Design eship_fire_scheduler_flat, sky130hd; sources not shown.
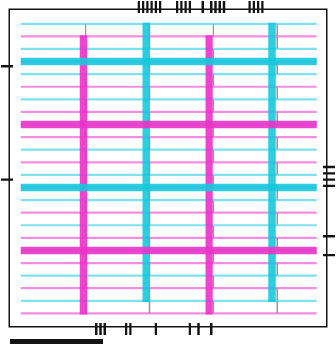
(run_1/floorplan.png)
Bar = 20 microns. Pins as bars on the die edge. Tap cells in gray.
legend:
  cyan:
    net: VDD
  magenta:
    net: VSS
rows: 23
met5 straps: 4
met4 straps: 4
Die W: 68.3 microns
core box area: 0.00400 sq mm
Die Y: 68.3 microns
Peak VDD IR: 0.000317 V

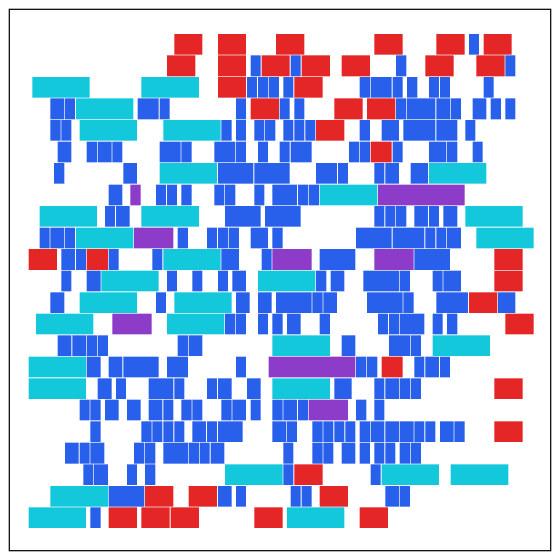
(run_1/class_map.png)
legend:
  cyan:
    class: registers
    cells: 31
    share_of_their_area: 27%
  purple:
    class: clock drivers and dummy loads
    cells: 8
    share_of_their_area: 5.7%
  red:
    class: remaining buffers and delay cells
    cells: 38
    share_of_their_area: 16%
  blue:
    class: remaining logic cells
    cells: 247
    share_of_their_area: 52%
Core Util, Final: 59.8%
Seq area share: 25.9%

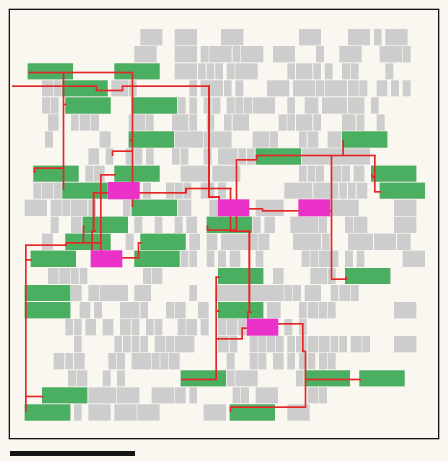
(run_1/clock_wires.png)
Bar = 20 microns.
legend:
  green:
    item: flip-flops
    count: 31
  red:
    item: clock wires
    length: 404 microns
  magenta:
    item: clock-net drivers
    count: 5
flops lie: all over the die
Clock group: 441 uW
clk_skew: 0.00335 ns
power share of the clock group: 37.7%
worst skew pair latency: 0.28 ns

==> run_results.csv, run 1 <==
group,metric,value,unit
logic_synthesis,adder_share,8.08,%
logic_synthesis,netlist_instances,285,
finish,buffer_area_share,15.6,%
setup_path,crit_family,"buffers and inverters",
global_route,grt_pass1_vias,1704,
detailed_routing,met1_length,2100,microns
logic_synthesis,ys_sh_aoi,11.9,%
logic_synthesis,ys_sh_xor,1.41,%
logic_synthesis,ys.flops,31,
clock_tree,cts_max_level,2,
finish,final_net_count,350,
clock_tree,clk_pin_slew,0.06,ns
finish,clkCellAreaFrac,5.54,%
global_route,use_met3,4.44,%
floorplan,fp-row-count,23,
global_route,gr-total-overflow,0,
setup_path,slowest_stage,"clkdlybuf4s50_1",
logic_synthesis,syn_nets,312,
placed_design,placed_cell_area,0.00225,sq mm
detailed_routing,wl_per_cell,11.7,microns
logic_synthesis,yosysUniqueCellTypes,29,
setup_path,crit_buf_inv,3,
clock_tree,tritoncts,"built",
detailed_routing,vias,1870,
finish,most-common-layout-cells,"81 x nand2_1, 46 x nor2_1, 35 x clkdlybuf4s50_1",
flow_run,openroad.warnings,29,
clock_tree,cts_hold_buf,0,
logic_synthesis,postSynthSeqShare,33.4,%
detailed_routing,drtIter0Drc,86,
logic_synthesis,edf_count,0,
floorplan,initCoreUtil,46.4,%
finish,nClkBuffers,6,
sta,final_hold_viol_count,0,
detailed_routing,ant_nets,0,
logic_synthesis,topCellsByArea,"dfxtp_1 33%, nand2_1 16%, nor2_1 9.3%",
sta,period_used_share,93.8,%
clock_tree,cts_root_buffer,"clkbuf_8",
finish,buffers,38,
power_and_ir_drop,combinationalPower,288,uW
finish,n_antenna_cell,0,
sta,fin_tns_setup,0,ns
clock_tree,post_cts_resized,0,
finish,layout_top_cell,"nand2_1",
detailed_routing,wl,4380,microns
detailed_routing,route.met2.wl,2100,microns
min_path,min_path_type,"flop to flop",
detailed_routing,first_pass_iters,4,
logic_synthesis,synth_top_cell_by_count,"nand2_1",
sta,worst_slack,0.204,ns
global_route,groute.layer.met1.usage,29.6,%
flow_run,maxCapViolations,0,
logic_synthesis,synthTopLogicFamily,"simple AND/OR/NAND/NOR gates",
setup_path,cp_max_fo,4,
sta,rsz0062_at_grt,"no",
placed_design,place_ws,0.119,ns
power_and_ir_drop,maxPowerGroup,"clock",
logic_synthesis,synthSimpleGateAreaFrac,36.9,%
setup_path,r2r_setup_slack,1.42,ns
setup_path,cpPeakStageDelay,0.54,ns
detailed_routing,wl_met3,127,microns
finish,num-nonclk-inverters,31,
detailed_routing,drc,0,
logic_synthesis,yosysTopAreaCell,"dfxtp_1",
logic_synthesis,synth_area_per_cell,6.52,sq um
setup_path,required,2.64,ns
setup_path,crit_path_frequent_cell,"nand2_1",
sta,tightestPinTransition,0.536,ns
setup_path,path_depth,10,
clock_tree,cts_buffer_depth,2,
finish,sh_comb_area,45.4,%
finish,n_fill_cell,386,
sta,setup_viol_count_final,0,
floorplan,die_area,0.00466,sq mm
floorplan,io_pins,36,
logic_synthesis,yosys_warnings,0,
logic_synthesis,ys_sh_mux,0,%
setup_path,path_cells,"clkdlybuf4s50_1 -> inv_1 -> nand2_1 -> nand3_1 -> nand2_1 -> nor2_4 -> nor3_2 -> nand2_1 -> nor2_1 -> clkdlybuf4s50_1",
min_path,hold-path-cell-count,2,
sta,fin_crit,3.10,ns
sta,holdWs,0.469,ns
detailed_routing,highest_layer,"met4",
outcome,status,"completed",
==> run 2, diff against run 1 <==
--- a/config.mk
+++ b/config.mk
@@ -7,7 +7,7 @@
 export LEC_CHECK = 0
 export ABC_AREA = 1
 export ABC_CLOCK_PERIOD_IN_PS = 3300
-export CORE_MARGIN = 2
+export CORE_MARGIN = 8
 export CORE_UTILIZATION = 45
 export CTS_CLUSTER_SIZE = 14
 export DETAILED_ROUTE_END_ITERATION = 6
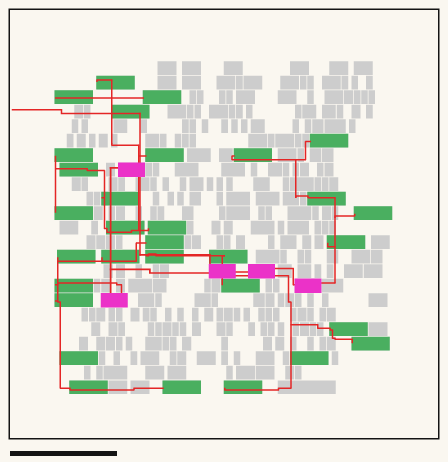
(run_2/clock_wires.png)
Bar = 20 microns.
legend:
  red:
    item: clock wires
    length: 456 microns
  green:
    item: flip-flops
    count: 31
  magenta:
    item: clock-net drivers
    count: 5
routed clock nets: 6
Clock group: 378 uW
power share of the clock group: 34.3%

==> run 2 against run 1 <==
  * Synthesized cell count did not move
  * Clock skew rose by 0.00089 ns
  * Cell area fell by 0.84%
  * Via count fell by 2.5%
  * Register-to-register slack improved by 0.04 ns
  * Global-route usage fell by 7.0 points
  * Utilization fell by 0.50 points
  * Sequential power barely moved
  * Largest cell class unchanged
  * Area after synthesis did not move
  * Cell count did not move
==> run_results.csv, run 2 <==
group,metric,value,unit
finish,seq_share,26.2,%
logic_synthesis,yosysUniqueCellTypes,29,
sta,rsz0062_at_grt,"no",
placed_design,placed_cell_area,0.00225,sq mm
flow_run,openroad.warnings,29,
min_path,hold-path-cell-count,2,
setup_path,required,2.64,ns
sta,fin_tns_setup,0,ns
clock_tree,tritoncts,"built",
setup_path,crit_family,"buffers and inverters",
sta,clock_skew,0.00423,ns
clock_tree,clk_pin_slew,0.07,ns
logic_synthesis,ys_sh_aoi,11.9,%
detailed_routing,drtIter0Drc,98,
flow_run,maxCapViolations,0,
global_route,use_met3,3.68,%
logic_synthesis,edf_count,0,
sta,final_hold_viol_count,0,
setup_path,cp_max_fo,4,
floorplan,io_pins,36,
logic_synthesis,yosysTopAreaCell,"dfxtp_1",
floorplan,die_area,0.00644,sq mm
power_and_ir_drop,ir_drop,0.000408,V
sta,tightestPinTransition,0.486,ns
setup_path,r2r_setup_slack,1.46,ns
detailed_routing,drc,0,
logic_synthesis,yosys_warnings,0,
global_route,grt_pass1_vias,1722,
sta,worst_slack,0.219,ns
logic_synthesis,synthTopLogicFamily,"simple AND/OR/NAND/NOR gates",
detailed_routing,ant_nets,0,
logic_synthesis,syn_nets,312,
detailed_routing,first_pass_iters,4,
logic_synthesis,postSynthSeqShare,33.4,%
setup_path,crit_path_frequent_cell,"nand2_1",
finish,utilization,59.3,%
global_route,gr-total-overflow,0,
floorplan,fp-row-count,23,
logic_synthesis,synthSimpleGateAreaFrac,36.9,%
finish,most-common-layout-cells,"81 x nand2_1, 46 x nor2_1, 35 x clkdlybuf4s50_1",
clock_tree,clock_latency,0.28,ns
logic_synthesis,ys.flops,31,
detailed_routing,route.met2.wl,2050,microns
setup_path,crit_buf_inv,3,
logic_synthesis,ys_sh_xor,1.41,%
floorplan,initCoreUtil,46.4,%
outcome,status,"completed",
sta,fin_crit,3.08,ns
finish,buffer_area_share,15.7,%
finish,n_fill_cell,414,
logic_synthesis,synth_top_cell_by_count,"nand2_1",
floorplan,dieHeight,80.3,microns
finish,final_net_count,350,
setup_path,path_depth,10,
clock_tree,cts_max_level,2,
finish,sh_comb_area,45.8,%
sta,setup_viol_count_final,0,
finish,layout_top_cell,"nand2_1",
global_route,groute.layer.met1.usage,17.2,%
detailed_routing,highest_layer,"met4",
finish,n_antenna_cell,0,
clock_tree,post_cts_resized,0,
finish,num-nonclk-inverters,31,
power_and_ir_drop,maxPowerGroup,"registers",
floorplan,fp.dieW,80.3,microns
detailed_routing,wl_met3,126,microns
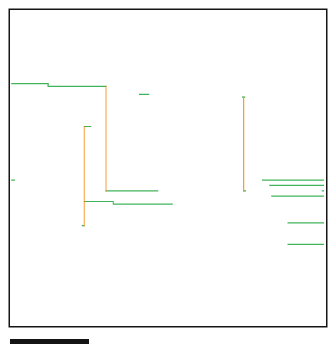
(run_2/layers.png)
Bar = 20 microns. Two of the layers only.
legend:
  green:
    layer: M3
    wire_length: 126 microns
  orange:
    layer: M4
    wire_length: 75.5 microns
via count: 1,824
gr usage total: 14.5%
routed len/inst: 11.7 microns
final WL: 4370 microns

Power figures rest on the tool's default switching activity, not on a simulated workload.
